`config.mk`:
```
export PLATFORM = sky130hd
export DESIGN_NAME = multi_channel_centroid
export DESIGN_NICKNAME = d
export VERILOG_FILES = /design/src/rtl/centroid_pkg.sv /design/src/rtl/seq_divider.sv /design/src/rtl/multi_channel_centroid.sv
export SDC_FILE = /design/constraint.sdc
export NUM_CORES = 2
export LEC_CHECK = 0
export CORE_UTILIZATION = 30
export CTS_CLUSTER_SIZE = 25
export DETAILED_ROUTE_END_ITERATION = 12
export PLACE_DENSITY_LB_ADDON = 0.3
export SYNTH_ARGS = -nofsm -noshare
export SYNTH_HDL_FRONTEND = slang
export SYNTH_SLANG_ARGS = --single-unit
```
`constraint.sdc`:
```
create_clock -name iCLK -period 3.75 [get_ports iCLK]
set_input_delay 0.75 -clock iCLK [delete_from_list [all_inputs] [get_ports iCLK]]
set_output_delay 0.75 -clock iCLK [all_outputs]
set_load 0.05 [all_outputs]
```
`src/rtl/centroid_pkg.sv`:
```
// Shared types and widths for the multi-channel centroid engine.
//   ACC_X_W / ACC_Y_W / ACC_CNT_W : default coordinate and pixel-count widths
//   SX_W / SY_W                   : coordinate sum widths, sized so a full frame cannot wrap
//   div_state_t                   : states of the shared divide sequencer
//   accum_t                       : per-channel running statistics for one frame
//   acc_init / acc_add            : empty accumulator and one-pixel update
package centroid_pkg;

    localparam int ACC_X_W   = 10;
    localparam int ACC_Y_W   = 9;
    localparam int ACC_CNT_W = 19;
    localparam int SX_W      = ACC_CNT_W + ACC_X_W;
    localparam int SY_W      = ACC_CNT_W + ACC_Y_W;

    typedef enum logic [1:0] {
        D_IDLE,
        D_X,
        D_Y,
        D_DONE
    } div_state_t;

    typedef struct packed {
        logic [ACC_CNT_W-1:0] cnt;
        logic [SX_W-1:0]      sx;
        logic [SY_W-1:0]      sy;
        logic [ACC_X_W-1:0]   xmin;
        logic [ACC_X_W-1:0]   xmax;
        logic [ACC_Y_W-1:0]   ymin;
        logic [ACC_Y_W-1:0]   ymax;
    } accum_t;

    // Minimums start at all-ones so the first detected pixel always replaces them.
    function automatic accum_t acc_init();
        accum_t a;
        a.cnt  = '0;
        a.sx   = '0;
        a.sy   = '0;
        a.xmin = '1;
        a.xmax = '0;
        a.ymin = '1;
        a.ymax = '0;
        return a;
    endfunction

    function automatic accum_t acc_add(accum_t a, logic [ACC_X_W-1:0] x, logic [ACC_Y_W-1:0] y);
        accum_t r;
        r      = a;
        r.cnt  = a.cnt + ACC_CNT_W'(1);
        r.sx   = a.sx + SX_W'(x);
        r.sy   = a.sy + SY_W'(y);
        r.xmin = (x < a.xmin) ? x : a.xmin;
        r.xmax = (x > a.xmax) ? x : a.xmax;
        r.ymin = (y < a.ymin) ? y : a.ymin;
        r.ymax = (y > a.ymax) ? y : a.ymax;
        return r;
    endfunction

endpackage

```
`src/rtl/seq_divider.sv`:
```
// Unsigned restoring divider producing one quotient bit per clock.
//   clk, rst_n : clock, asynchronous active-low reset
//   start      : load num/den and begin (ignored-safe only when not busy)
//   num, den   : dividend and divisor
//   busy       : division in progress
//   done       : high during the final step; quot/rem are valid in that cycle
//   quot, rem  : floor quotient and remainder
module seq_divider #(
    parameter int N_W = 29,
    parameter int D_W = 19
) (
    input  logic           clk,
    input  logic           rst_n,
    input  logic           start,
    input  logic [N_W-1:0] num,
    input  logic [D_W-1:0] den,
    output logic           busy,
    output logic           done,
    output logic [N_W-1:0] quot,
    output logic [D_W-1:0] rem
);

    localparam int C_W = $clog2(N_W + 1);

    logic [C_W-1:0] steps;
    logic [N_W-1:0] q;
    logic [D_W-1:0] r;
    logic [D_W-1:0] d;
    logic [D_W:0]   trial;
    logic           ge;

    // Partial remainder shifted left with the next dividend bit; one extra bit
    // so the compare against the divisor never overflows.
    always_comb begin
        trial = {r, q[N_W-1]};
        ge    = (trial >= {1'b0, d});
        rem   = ge ? D_W'(trial - {1'b0, d}) : trial[D_W-1:0];
        quot  = {q[N_W-2:0], ge};
    end

    assign busy = (steps != '0);
    // Outputs are combinational from the last step, so the result is usable
    // in the same cycle done is high.
    assign done = (steps == C_W'(1));

    always_ff @(posedge clk or negedge rst_n) begin
        if (!rst_n) begin
            steps <= '0;
        end else if (start) begin
            steps <= C_W'(N_W);
        end else if (busy) begin
            steps <= steps - C_W'(1);
        end
    end

    always_ff @(posedge clk) begin
        if (start) begin
            q <= num;
            r <= '0;
            d <= den;
        end else if (busy) begin
            q <= quot;
            r <= rem;
        end
    end

endmodule

```
`src/rtl/multi_channel_centroid.sv`:
```
// Per-frame centroid, bounding box and pixel count for NUM_CH detect channels.
//   iCLK, iRST        : pixel clock, asynchronous active-low reset
//   iFVAL, iDVAL      : frame valid, pixel valid
//   iX_Cont, iY_Cont  : pixel column / row
//   iDetect           : per-channel detect flag for the current pixel
//   oX_Cent, oY_Cent  : floor mean coordinate per channel (channel c at [c*W +: W])
//   oX_Min..oY_Max    : bounding box per channel (0 when the channel saw no pixels)
//   oPix_Cnt          : detected pixel count per channel
//   oCh_Val           : per-channel count >= MIN_PIX
//   oCent_Val         : one-cycle pulse when all outputs update
//   oBusy             : division in progress
//   oOverrun          : one-cycle pulse when a finished frame had to be dropped
module multi_channel_centroid
    import centroid_pkg::*;
#(
    parameter int NUM_CH  = 4,
    parameter int H_RES   = 640,
    parameter int V_RES   = 480,
    parameter int X_W     = ACC_X_W,
    parameter int Y_W     = ACC_Y_W,
    parameter int CNT_W   = ACC_CNT_W,
    parameter int MIN_PIX = 64
) (
    input  logic                    iCLK,
    input  logic                    iRST,
    input  logic                    iFVAL,
    input  logic                    iDVAL,
    input  logic [15:0]             iX_Cont,
    input  logic [15:0]             iY_Cont,
    input  logic [NUM_CH-1:0]       iDetect,
    output logic [NUM_CH*X_W-1:0]   oX_Cent,
    output logic [NUM_CH*Y_W-1:0]   oY_Cent,
    output logic [NUM_CH*X_W-1:0]   oX_Min,
    output logic [NUM_CH*X_W-1:0]   oX_Max,
    output logic [NUM_CH*Y_W-1:0]   oY_Min,
    output logic [NUM_CH*Y_W-1:0]   oY_Max,
    output logic [NUM_CH*CNT_W-1:0] oPix_Cnt,
    output logic [NUM_CH-1:0]       oCh_Val,
    output logic                    oCent_Val,
    output logic                    oBusy,
    output logic                    oOverrun
);

    localparam int CH_W = (NUM_CH > 1) ? $clog2(NUM_CH) : 1;

    logic       fval_d;
    logic       armed;
    logic       fval_rise;
    logic       fval_fall;
    logic       pix_ok;
    logic       accept;
    logic       snap;
    logic       drop;

    accum_t     acc    [NUM_CH];
    accum_t     shadow [NUM_CH];
    accum_t     cur;
    logic [X_W-1:0] res_x [NUM_CH];
    logic [Y_W-1:0] res_y [NUM_CH];

    div_state_t      state, state_nxt;
    logic [CH_W-1:0] ch, ch_nxt;
    logic            issued, issued_nxt;
    logic            cap_x, cap_y, load_out;

    logic             div_start, div_busy, div_done;
    logic [SX_W-1:0]  div_num, div_quot;
    logic [CNT_W-1:0] div_rem;
    logic             unused_div;

    assign fval_rise = iFVAL & ~fval_d;
    assign fval_fall = ~iFVAL & fval_d;
    assign pix_ok    = armed & iFVAL & iDVAL & (iX_Cont < 16'(H_RES)) & (iY_Cont < 16'(V_RES));

    // A frame end can be taken while idle, or in the cycle the previous result
    // is published; anywhere else it is dropped.
    assign accept = (state == D_IDLE) || (state == D_DONE);
    assign snap   = fval_fall & armed & accept;
    assign drop   = fval_fall & armed & ~accept;

    assign cur        = shadow[ch];
    assign oBusy      = (state == D_X) || (state == D_Y);
    assign unused_div = ^{div_busy, div_rem, div_quot[SX_W-1:X_W]};

    // Arming: a frame already running when reset releases must be ignored, so
    // accumulation waits until frame-valid has been seen low once.
    always_ff @(posedge iCLK or negedge iRST) begin
        if (!iRST) begin
            fval_d <= 1'b0;
            armed  <= 1'b0;
        end else begin
            fval_d <= iFVAL;
            armed  <= armed | ~iFVAL;
        end
    end

    for (genvar c = 0; c < NUM_CH; c++) begin : g_ch
        accum_t base;
        logic   hit;

        // Start-of-frame clear and the first pixel's update land in the same cycle.
        assign base = fval_rise ? acc_init() : acc[c];
        assign hit  = pix_ok & iDetect[c];

        always_ff @(posedge iCLK or negedge iRST) begin
            if (!iRST) begin
                acc[c]    <= acc_init();
                shadow[c] <= acc_init();
            end else begin
                if (hit) begin
                    acc[c] <= acc_add(base, iX_Cont[X_W-1:0], iY_Cont[Y_W-1:0]);
                end else if (fval_rise) begin
                    acc[c] <= base;
                end
                if (snap) begin
                    shadow[c] <= acc[c];
                end
            end
        end
    end

    always_ff @(posedge iCLK or negedge iRST) begin
        if (!iRST) begin
            state  <= D_IDLE;
            ch     <= '0;
            issued <= 1'b0;
        end else begin
            state  <= state_nxt;
            ch     <= ch_nxt;
            issued <= issued_nxt;
        end
    end

    // Each channel runs X then Y through the one divider; empty channels skip it.
    always_comb begin
        state_nxt  = state;
        ch_nxt     = ch;
        issued_nxt = issued;
        div_start  = 1'b0;
        div_num    = cur.sx;
        cap_x      = 1'b0;
        cap_y      = 1'b0;
        load_out   = 1'b0;
        case (state)
            D_IDLE: begin
                if (snap) begin
                    state_nxt = D_X;
                    ch_nxt    = '0;
                end
            end
            D_X: begin
                div_num = cur.sx;
                if ((cur.cnt == '0) || (issued && div_done)) begin
                    cap_x      = 1'b1;
                    issued_nxt = 1'b0;
                    state_nxt  = D_Y;
                end else if (!issued) begin
                    div_start  = 1'b1;
                    issued_nxt = 1'b1;
                end
            end
            D_Y: begin
                div_num = SX_W'(cur.sy);
                if ((cur.cnt == '0) || (issued && div_done)) begin
                    cap_y      = 1'b1;
                    issued_nxt = 1'b0;
                    if (ch == CH_W'(NUM_CH - 1)) begin
                        state_nxt = D_DONE;
                    end else begin
                        ch_nxt    = ch + 1'b1;
                        state_nxt = D_X;
                    end
                end else if (!issued) begin
                    div_start  = 1'b1;
                    issued_nxt = 1'b1;
                end
            end
            D_DONE: begin
                load_out = 1'b1;
                if (snap) begin
                    state_nxt = D_X;
                    ch_nxt    = '0;
                end else begin
                    state_nxt = D_IDLE;
                end
            end
            default: state_nxt = D_IDLE;
        endcase
    end

    seq_divider #(
        .N_W(SX_W),
        .D_W(CNT_W)
    ) u_div (
        .clk  (iCLK),
        .rst_n(iRST),
        .start(div_start),
        .num  (div_num),
        .den  (cur.cnt),
        .busy (div_busy),
        .done (div_done),
        .quot (div_quot),
        .rem  (div_rem)
    );

    always_ff @(posedge iCLK) begin
        if (cap_x) begin
            res_x[ch] <= (cur.cnt == '0) ? '0 : div_quot[X_W-1:0];
        end
        if (cap_y) begin
            res_y[ch] <= (cur.cnt == '0) ? '0 : div_quot[Y_W-1:0];
        end
    end

    // Publish every channel together so a consumer never sees a mixed frame.
    always_ff @(posedge iCLK or negedge iRST) begin
        if (!iRST) begin
            oX_Cent   <= '0;
            oY_Cent   <= '0;
            oX_Min    <= '0;
            oX_Max    <= '0;
            oY_Min    <= '0;
            oY_Max    <= '0;
            oPix_Cnt  <= '0;
            oCh_Val   <= '0;
            oCent_Val <= 1'b0;
            oOverrun  <= 1'b0;
        end else begin
            oCent_Val <= load_out;
            oOverrun  <= drop;
            if (load_out) begin
                for (int c = 0; c < NUM_CH; c++) begin
                    oX_Cent[c*X_W +: X_W]    <= res_x[c];
                    oY_Cent[c*Y_W +: Y_W]    <= res_y[c];
                    oX_Min[c*X_W +: X_W]     <= (shadow[c].cnt == '0) ? '0 : shadow[c].xmin;
                    oX_Max[c*X_W +: X_W]     <= (shadow[c].cnt == '0) ? '0 : shadow[c].xmax;
                    oY_Min[c*Y_W +: Y_W]     <= (shadow[c].cnt == '0) ? '0 : shadow[c].ymin;
                    oY_Max[c*Y_W +: Y_W]     <= (shadow[c].cnt == '0) ? '0 : shadow[c].ymax;
                    oPix_Cnt[c*CNT_W +: CNT_W] <= shadow[c].cnt;
                    oCh_Val[c]               <= (shadow[c].cnt >= CNT_W'(MIN_PIX));
                end
            end
        end
    end

endmodule

```
**M4 wires**

Cells faint in the background.
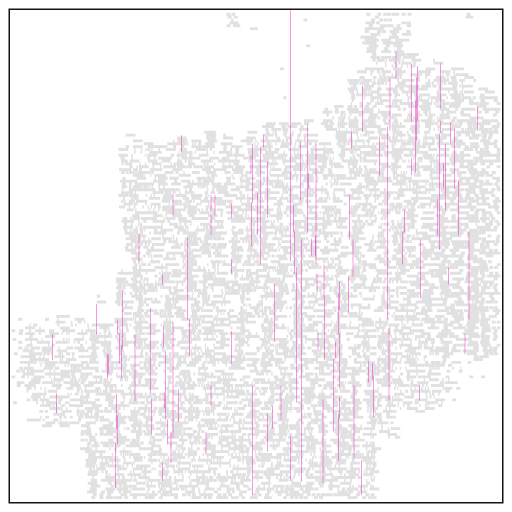
longest straight run: 237 um
nets with wire on the layer: 63
wire length on this layer: 4840 um
main direction: vertical
Via Count: 47800
final wirelength: 187 mm

**Congestion heat map**

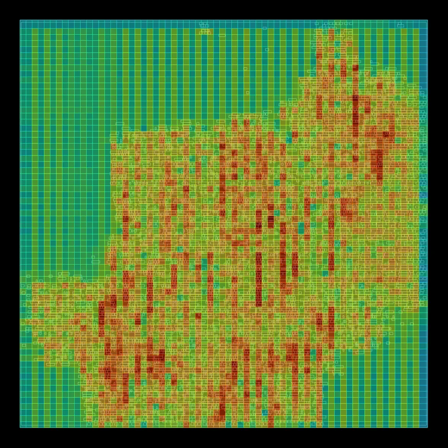
routed len/inst: 18.7 um
Final Util: 37.5%
Total Routing Usage GR: 17.2%
met3 usage: 2.43%
grt met1 use: 24.3%

**Sequential cells grouped by signal name**

Other sequential cells in the stronger gray, the rest of the logic in the fainter gray.
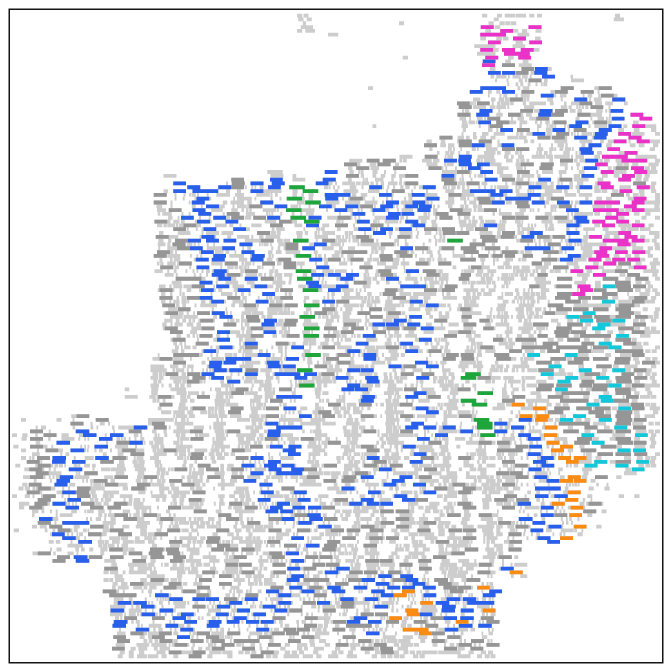
| color | name in the netlist | placed flops |
|---|---|---|
| blue | `shadow` | 456 |
| magenta | `oPix_Cnt` | 76 |
| cyan | `oX_Cent` | 40 |
| orange | `oY_Max` | 36 |
| green | `u_div.q` | 29 |
not colored: 740
flop share of the area: 44.2%
Seq. pwr: 18.0 mW
Reg area: 35200 um^2

==> run_results.csv <==
group,metric,value,unit
final_timing,min_period,3590,ps
route,wl_met3,8.19,mm
yosys,xor_share,3.47,%
floorplan,die_area,216000,um^2
min_path,min-delay-start,"acc[44]",
cells_and_area,clkCellAreaFrac,6.79,%
yosys,syn_avg_cell_area,10.1,um^2
yosys,yosys.stat.chipArea,64300,um^2
clock_tree,cts-buffers-inserted,158,
grt,grt_most_used_layer,"met2",
final_timing,hold_viol_final,0,
final_timing,setup_tns,0,ps
yosys,syn-cell-area,64300,um^2
final_timing,final-setup-viol-count,0,
grt,first_global_vias,48500,
status,outcome,"completed",
placement,portBuffers,350,
clock_tree,max-clock-path-buffers,3,
critical_path,crit_start,"iFVAL",
placement,hpwl,131,mm
cells_and_area,buf_share,9.35,%
yosys,topCombFamilyByArea,"simple AND/OR/NAND/NOR gates",
cells_and_area,lay_top_cells,"nand2_1, dfrtp_1, o21ai_0, buf_4, clkdlybuf4s50_1",
power_and_ir_drop,p_sw,14.7,mW
cells_and_area,sh_comb_area,34.1,%
power_and_ir_drop,p_int,30.2,mW
clock_tree,cts_resized,0,
route,drtIter0Drc,3538,
clock_tree,htreeDepth,4,
critical_path,path_class,"in2reg",
floorplan,core_area,213000,um^2
cells_and_area,dominant_cells,"sequential cells",
min_path,hold_end,"shadow[44]",
power_and_ir_drop,p_comb_share,24.4,%
clock_tree,clk_pin_slew_worst_paths,60,ps
cells_and_area,fin_cells,9971,
clock_tree,numClockSinks,1377,
cells_and_area,drive_above_1_share,15.9,%
min_path,hold_path_class,"reg2reg",
yosys,ys_ff,1377,
yosys,synthTopCellsByArea,"dfrtp_1, nand2_1, dfstp_2, edfxtp_1, ha_1",
cells_and_area,area_delta_synth_final,23.8,%
floorplan,fp.dieH,465,um
yosys,yosys_warnings,0,
floorplan,initCoreUtil,30.3,%
critical_path,cp.required,4470,ps
grt,overflow,0,
placement,dp.cells,9682,
final_timing,rsz0062_at_grt,"false",
final_timing,finClkSkew,49.1,ps
critical_path,slowest_delay,630,ps
critical_path,r2r_start,"ch[0]",
critical_path,crit_family,"buffers and inverters",
floorplan,io_pins,351,
final_timing,relSlewSlack,25.3,%
yosys,ys_seq_share,54.7,%
yosys,synthCells,6378,
cells_and_area,layout_top_cell,"nand2_1",
route,met2_wirelength,85.2,mm
route,drc,0,
critical_path,path_depth,15,
power_and_ir_drop,p_total,45.0,mW
route,via_per_inst,4.80,
yosys,yosysMostFrequentCell,"nand2_1",
critical_path,rr_endpoint,"res_x[3][0]",
cells_and_area,finalNetCount,7324,
critical_path,path_max_fanout,14,
final_timing,timing.fmax,278,MHz
cells_and_area,seq_cell_count,1377,
[power by group through the flow]
| stage | sequential (mW) | clock (mW) | combinational (mW) |
|---|---|---|---|
| 2_1_floorplan | 20.2 | 0 | 5.02 |
| 3_3_place_gp | 18.3 | 0 | 10.9 |
| 4_1_cts | 18.0 | 16.4 | 11.1 |
| 5_1_grt | 18.2 | 16.9 | 11.9 |
| 3_5_place_dp | 18.3 | 0 | 11.1 |
| 6_report | 18.0 | 16.0 | 11.0 |
[worst reg2reg max path, cell delays in order, from the launching register on]
cell	delay (ps)
dfrtp_4	640
buf_4	250
mux4_2	570
nor4_1	370
nand4_1	200
nor4_2	180
buf_4	250
a41o_1	350
and3_1	270
buf_12	150
Power figures rest on the tool's default switching activity, not on a simulated workload.
